==> run_1/clock_map.png <==
Scale: 1.5 px per um.
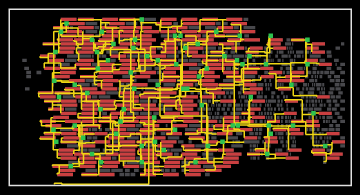
==> run_1/metal_stack.png <==
Scale: 2 px per um.
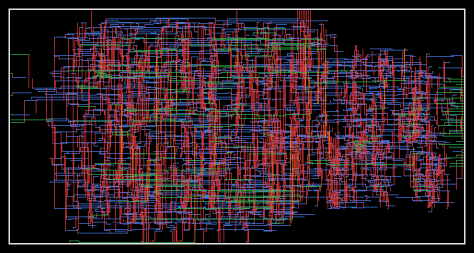
==> run_1/met4.png <==
Scale: 2 px per um. Cells faint in the background.
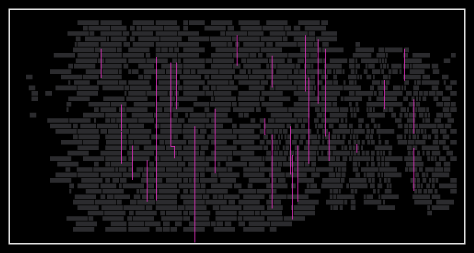
--- src/rtl/tour_seq_pkg.sv ---
// Shared types and constants for the tour command sequencer: FSM states,
// error codes and the Knight command opcode/heading encodings.
package tour_seq_pkg;

    typedef enum logic [2:0] {
        ST_IDLE,
        ST_LOAD,
        ST_SEND,
        ST_WAIT_SNT,
        ST_WAIT_RESP,
        ST_DONE,
        ST_ERR
    } state_t;

    localparam logic [1:0] ERR_NONE     = 2'd0;
    localparam logic [1:0] ERR_NACK     = 2'd1;
    localparam logic [1:0] ERR_TIMEOUT  = 2'd2;
    localparam logic [1:0] ERR_OFFBOARD = 2'd3;

    localparam logic [3:0] MOVE         = 4'h4;
    localparam logic [3:0] MOVE_FANFARE = 4'h5;
    localparam logic [3:0] CAL          = 4'h2;

    localparam logic [7:0] NORTH = 8'h00;
    localparam logic [7:0] WEST  = 8'h3F;
    localparam logic [7:0] SOUTH = 8'h7F;
    localparam logic [7:0] EAST  = 8'hBF;

endpackage

--- src/rtl/cmd_fifo.sv ---
// Command FIFO: DEPTH x WIDTH storage, read data taken from the registered read
// pointer, pushes while full are dropped, flush empties it in one cycle.
module cmd_fifo #(
    parameter int DEPTH = 16,
    parameter int WIDTH = 16
) (
    input  logic                     clk,
    input  logic                     rst_n,
    input  logic                     push,
    input  logic                     pop,
    input  logic                     flush,
    input  logic [WIDTH-1:0]         wr_data,
    output logic [WIDTH-1:0]         rd_data,
    output logic                     full,
    output logic                     empty,
    output logic [$clog2(DEPTH):0]   count
);

    localparam int AW = $clog2(DEPTH);
    localparam logic [AW:0] FULL_CNT = (AW+1)'(DEPTH);

    logic [WIDTH-1:0] mem [DEPTH];
    logic [AW-1:0]    wr_ptr;
    logic [AW-1:0]    rd_ptr;
    logic [AW:0]      cnt;
    logic             do_push;
    logic             do_pop;

    assign full    = (cnt == FULL_CNT);
    assign empty   = (cnt == '0);
    assign count   = cnt;
    assign rd_data = mem[rd_ptr];
    assign do_push = push && !full;
    assign do_pop  = pop && !empty;

    always_ff @(posedge clk) begin
        if (do_push) begin
            mem[wr_ptr] <= wr_data;
        end
    end

    // DEPTH is a power of two, so the pointers simply wrap.
    always_ff @(posedge clk or negedge rst_n) begin
        if (!rst_n) begin
            wr_ptr <= '0;
            rd_ptr <= '0;
            cnt    <= '0;
        end else if (flush) begin
            wr_ptr <= '0;
            rd_ptr <= '0;
            cnt    <= '0;
        end else begin
            if (do_push) wr_ptr <= wr_ptr + AW'(1);
            if (do_pop)  rd_ptr <= rd_ptr + AW'(1);
            case ({do_push, do_pop})
                2'b10:   cnt <= cnt + (AW+1)'(1);
                2'b01:   cnt <= cnt - (AW+1)'(1);
                default: cnt <= cnt;
            endcase
        end
    end

endmodule

--- src/rtl/tour_cmd_sequencer.sv ---
// Queues Knight commands and issues them one at a time to RemoteComm, stopping
// on a negative ack or response timeout. Define TOUR_POS_CHECK_EN for position tracking.
module tour_cmd_sequencer
    import tour_seq_pkg::*;
#(
    parameter int         DEPTH   = 16,
    parameter int         TMO_W   = 26,
    parameter logic [7:0] POS_ACK = 8'hA5
`ifdef TOUR_POS_CHECK_EN
    ,
    parameter logic [2:0] X0 = 3'h2,
    parameter logic [2:0] Y0 = 3'h2
`endif
) (
    input  logic                       clk,
    input  logic                       rst_n,
    input  logic                       push,
    input  logic [15:0]                push_cmd,
    output logic                       full,
    output logic [$clog2(DEPTH):0]     count,
    input  logic                       start,
    input  logic                       abort,
    output logic [15:0]                cmd,
    output logic                       snd_cmd,
    input  logic                       cmd_snt,
    input  logic                       resp_rdy,
    input  logic [7:0]                 resp,
    output logic                       busy,
    output logic                       done,
    output logic                       err,
    output logic [1:0]                 err_code,
    output logic [7:0]                 acked
`ifdef TOUR_POS_CHECK_EN
    ,
    output logic [2:0]                 exp_xx,
    output logic [2:0]                 exp_yy
`endif
);

    // The counter becomes all-ones on the edge that ends the cycle holding this value.
    localparam logic [TMO_W-1:0] TMO_LAST = {{(TMO_W-1){1'b1}}, 1'b0};

    state_t      state;
    state_t      state_nxt;
    logic [TMO_W-1:0] tmo_cnt;
    logic        tmo_hit;
    logic        resp_pos;
    logic        fifo_push;
    logic        fifo_pop;
    logic        fifo_empty;
    logic [15:0] fifo_rd_data;
    logic        off_board;

    assign tmo_hit  = (tmo_cnt == TMO_LAST);
    assign resp_pos = resp_rdy && (resp == POS_ACK);
    assign fifo_push = push && !busy;

    cmd_fifo #(
        .DEPTH (DEPTH),
        .WIDTH (16)
    ) u_fifo (
        .clk     (clk),
        .rst_n   (rst_n),
        .push    (fifo_push),
        .pop     (fifo_pop),
        .flush   (abort),
        .wr_data (push_cmd),
        .rd_data (fifo_rd_data),
        .full    (full),
        .empty   (fifo_empty),
        .count   (count)
    );

    always_ff @(posedge clk or negedge rst_n) begin
        if (!rst_n) state <= ST_IDLE;
        else        state <= state_nxt;
    end

    always_comb begin
        state_nxt = state;
        if (abort) begin
            state_nxt = ST_IDLE;
        end else begin
            case (state)
                ST_IDLE:      if (start && !fifo_empty) state_nxt = ST_LOAD;
                ST_LOAD:      state_nxt = off_board ? ST_ERR : ST_SEND;
                ST_SEND:      state_nxt = ST_WAIT_SNT;
                ST_WAIT_SNT:  if (cmd_snt) state_nxt = ST_WAIT_RESP;
                ST_WAIT_RESP: begin
                    if (resp_rdy) begin
                        if (resp_pos) state_nxt = fifo_empty ? ST_DONE : ST_LOAD;
                        else          state_nxt = ST_ERR;
                    end else if (tmo_hit) begin
                        state_nxt = ST_ERR;
                    end
                end
                ST_DONE:      state_nxt = ST_IDLE;
                ST_ERR:       state_nxt = ST_IDLE;
                default:      state_nxt = ST_IDLE;
            endcase
        end
    end

    always_comb begin
        busy     = (state == ST_LOAD) || (state == ST_SEND) ||
                   (state == ST_WAIT_SNT) || (state == ST_WAIT_RESP);
        done     = (state == ST_DONE);
        snd_cmd  = (state == ST_SEND) && !abort;
        fifo_pop = (state == ST_LOAD) && !abort;
    end

    always_ff @(posedge clk or negedge rst_n) begin
        if (!rst_n) begin
            cmd      <= '0;
            tmo_cnt  <= '0;
            err      <= 1'b0;
            err_code <= ERR_NONE;
            acked    <= '0;
        end else if (abort) begin
            err      <= 1'b0;
            err_code <= ERR_NONE;
        end else begin
            case (state)
                ST_IDLE: begin
                    if (start && !fifo_empty) begin
                        err      <= 1'b0;
                        err_code <= ERR_NONE;
                        acked    <= '0;
                    end
                end
                ST_LOAD: begin
                    cmd <= fifo_rd_data;
                    if (off_board) begin
                        err      <= 1'b1;
                        err_code <= ERR_OFFBOARD;
                    end
                end
                ST_WAIT_SNT: begin
                    if (cmd_snt) tmo_cnt <= '0;
                end
                ST_WAIT_RESP: begin
                    tmo_cnt <= tmo_cnt + TMO_W'(1);
                    if (resp_rdy) begin
                        if (resp_pos) begin
                            if (acked != 8'hFF) acked <= acked + 8'd1;
                        end else begin
                            err      <= 1'b1;
                            err_code <= ERR_NACK;
                        end
                    end else if (tmo_hit) begin
                        err      <= 1'b1;
                        err_code <= ERR_TIMEOUT;
                    end
                end
                default: ;
            endcase
        end
    end

`ifdef TOUR_POS_CHECK_EN
    logic signed [3:0] new_x;
    logic signed [3:0] new_y;
    logic signed [3:0] squares;
    logic [2:0]        pend_x;
    logic [2:0]        pend_y;

    // Candidate position for the command at the FIFO head, in 4-bit signed arithmetic.
    always_comb begin
        new_x   = signed'({1'b0, exp_xx});
        new_y   = signed'({1'b0, exp_yy});
        squares = signed'(fifo_rd_data[3:0]);
        if ((fifo_rd_data[15:12] == MOVE) || (fifo_rd_data[15:12] == MOVE_FANFARE)) begin
            case (fifo_rd_data[11:4])
                NORTH:   new_y = new_y + squares;
                SOUTH:   new_y = new_y - squares;
                WEST:    new_x = new_x - squares;
                EAST:    new_x = new_x + squares;
                default: ;
            endcase
        end
    end

    assign off_board = (state == ST_LOAD) &&
                       ((new_x < 4'sd0) || (new_x > 4'sd4) ||
                        (new_y < 4'sd0) || (new_y > 4'sd4));

    always_ff @(posedge clk or negedge rst_n) begin
        if (!rst_n) begin
            exp_xx <= X0;
            exp_yy <= Y0;
            pend_x <= X0;
            pend_y <= Y0;
        end else if (!abort) begin
            if (state == ST_LOAD) begin
                pend_x <= new_x[2:0];
                pend_y <= new_y[2:0];
            end else if ((state == ST_WAIT_RESP) && resp_pos) begin
                exp_xx <= pend_x;
                exp_yy <= pend_y;
            end
        end
    end
`else
    assign off_board = 1'b0;
`endif

endmodule

--- config.mk ---
export PLATFORM = sky130hd
export DESIGN_NAME = tour_cmd_sequencer
export DESIGN_NICKNAME = d
export VERILOG_FILES = /design/src/rtl/tour_seq_pkg.sv /design/src/rtl/cmd_fifo.sv /design/src/rtl/tour_cmd_sequencer.sv
export SDC_FILE = /design/constraint.sdc
export NUM_CORES = 1
export LEC_CHECK = 0
export CORE_ASPECT_RATIO = 0.5
export CORE_MARGIN = 3
export CORE_UTILIZATION = 55
export CTS_BUF_LIST = sky130_fd_sc_hd__clkbuf_4
export CTS_CLUSTER_SIZE = 20
export DETAILED_ROUTE_END_ITERATION = 10
export PLACE_DENSITY = 0.82
export SLEW_MARGIN = 20
export SYNTH_ARGS = -nofsm -noshare
export SYNTH_HDL_FRONTEND = slang
export SYNTH_SLANG_ARGS = --single-unit
--- constraint.sdc ---
create_clock -name clk -period 3.65 [get_ports clk]
set_input_delay 0.73 -clock clk [delete_from_list [all_inputs] [get_ports clk]]
set_output_delay 0.73 -clock clk [all_outputs]
set_load 0.01 [all_outputs]
==> impl_metrics.env, run 1 <==
# physical design summary
export IMPL_area_growth_pct=15.49
export IMPL_drv_slew=0
export IMPL_seqAreaFraction=0.6076
export IMPL_slowest_delay_ns=0.60
export IMPL_gp_congestion=0.8161
export IMPL_ff_type="edfxtp_1"
export IMPL_syn_num_nets=826
export IMPL_cts_resized_gates=0
export IMPL_wl_met2_um=14010
export IMPL_hold_class="in2async"
export IMPL_clockNetworkAreaShare=0.05972
export IMPL_grt_pass1_vias=8090
export IMPL_reg2reg_depth=9
export IMPL_seq_area_um2=9420
export IMPL_signal_buffers=100
export IMPL_drc=0
export IMPL_fp_utilization=0.5743
export IMPL_top_area_cell="edfxtp_1"
export IMPL_rsz0062_at_grt="false"
export IMPL_layout_drive_gt1_share=0.2639
export IMPL_antenna_found_initial=1
export IMPL_num_fill_cells=1505
export IMPL_ant_nets=0
export IMPL_status="finished clean"
export IMPL_cp_top_family="simple AND/OR/NAND/NOR gates"
export IMPL_relSlewSlack=0.2670
export IMPL_drt_met1_wl_um=11920
export IMPL_pg_comb_mw=1.78
export IMPL_comb_power_share=0.194
export IMPL_reg_top3="u_fifo.mem (256), tmo_cnt (26), cmd (16)"
export IMPL_critPathSlowestCell="or4_4"
export IMPL_synth_top_cell_by_count="edfxtp_1"
export IMPL_multi_input_comb_cells=406
export IMPL_final_common_cell="edfxtp_1"
-- clock_map.png (at the start) --
[red] flip-flops | count: 325
[green] cells driving clock nets | count: 71
[yellow] clock wires | length: 4100 um
flops lie: widely spread
Latency at later pin: 0.69 ns
Clk power: 2.82 mW
clk_skew: 0.06155 ns
clock network power share: 0.307

-- metal_stack.png (at the start) --
[blue] met1 | wire length: 11900 um
[orange] met4 | wire length: 706 um
[green] met3 | wire length: 2540 um
[red] met2 | wire length: 14000 um
DR WL/cell: 22.83 um
DR vias: 7923
GRT Total Usage: 0.2297

-- met4.png (at the start) --
nets with wire on the layer: 22
longest straight run: 71.4 um
main direction: vertical
Total Wirelength: 29170 um

==> run 2: changes to the inputs <==
--- a/config.mk
+++ b/config.mk
@@ -11,6 +11,7 @@
 export CTS_BUF_LIST = sky130_fd_sc_hd__clkbuf_4
 export CTS_CLUSTER_SIZE = 20
 export DETAILED_ROUTE_END_ITERATION = 10
+export HOLD_SLACK_MARGIN = 0.02
 export PLACE_DENSITY = 0.82
 export SLEW_MARGIN = 20
 export SYNTH_ARGS = -nofsm -noshare
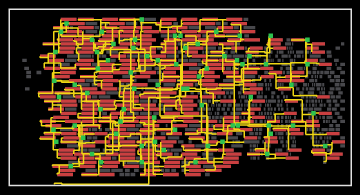
(run_2/clock_map.png)
Scale: 1.5 px per um.
[red] flip-flops | count: 325
[yellow] clock wires | length: 4100 um
[green] cells driving clock nets | count: 71
flops lie: widely spread

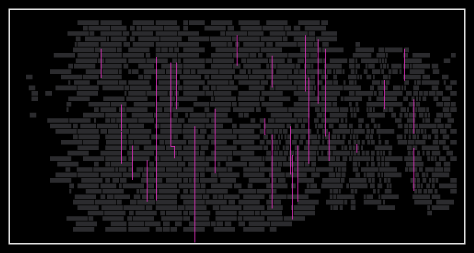
(run_2/met4.png)
Scale: 2 px per um. Cells faint in the background.
nets with wire on the layer: 22
share of all routed wire: 2.4%
wire length on this layer: 706 um

==> impl_metrics.env, run 2 <==
# physical design summary
export IMPL_layout_drive_gt1_share=0.2639
export IMPL_ant_nets=0
export IMPL_num_vias=7923
export IMPL_pg_comb_mw=1.78
export IMPL_powerClk_mw=2.82
export IMPL_slowest_delay_ns=0.60
export IMPL_wire_per_inst_um=22.83
export IMPL_synth_top_cell_by_count="edfxtp_1"
export IMPL_cp_top_family="simple AND/OR/NAND/NOR gates"
export IMPL_drc=0
export IMPL_multi_input_comb_cells=406
export IMPL_cts_resized_gates=0
export IMPL_final_common_cell="edfxtp_1"
export IMPL_antenna_found_initial=1
export IMPL_top_area_cell="edfxtp_1"
export IMPL_comb_power_share=0.194
export IMPL_signal_buffers=100
export IMPL_wirelength_um=29170
export IMPL_grt_util_all_layers=0.2297
export IMPL_critPathSlowestCell="or4_4"
export IMPL_status="finished clean"
export IMPL_syn_num_nets=826
export IMPL_seq_area_um2=9420
export IMPL_num_fill_cells=1505
export IMPL_clkPwrFrac=0.307
export IMPL_fp_utilization=0.5743
export IMPL_wl_met2_um=14010
export IMPL_gp_congestion=0.8161
export IMPL_skew_ns=0.06155
export IMPL_drv_slew=0
export IMPL_reg2reg_depth=9
export IMPL_worstSkewPairLatency_ns=0.69
export IMPL_relSlewSlack=0.2670
export IMPL_hold_class="in2async"
export IMPL_yosys_area_share_adder=0.009321
export IMPL_grt_pass1_vias=8090
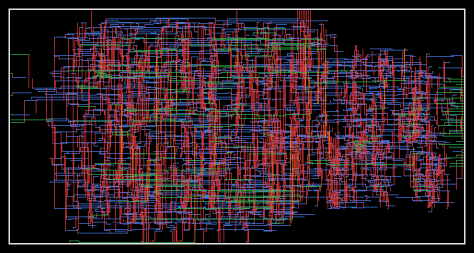
(run_2/metal_stack.png)
Scale: 2 px per um.
[green] met3 | wire length: 2540 um
[blue] met1 | wire length: 11900 um
[red] met2 | wire length: 14000 um
[orange] met4 | wire length: 706 um

No activity file was given, so power comes from the tool's default toggle rates.
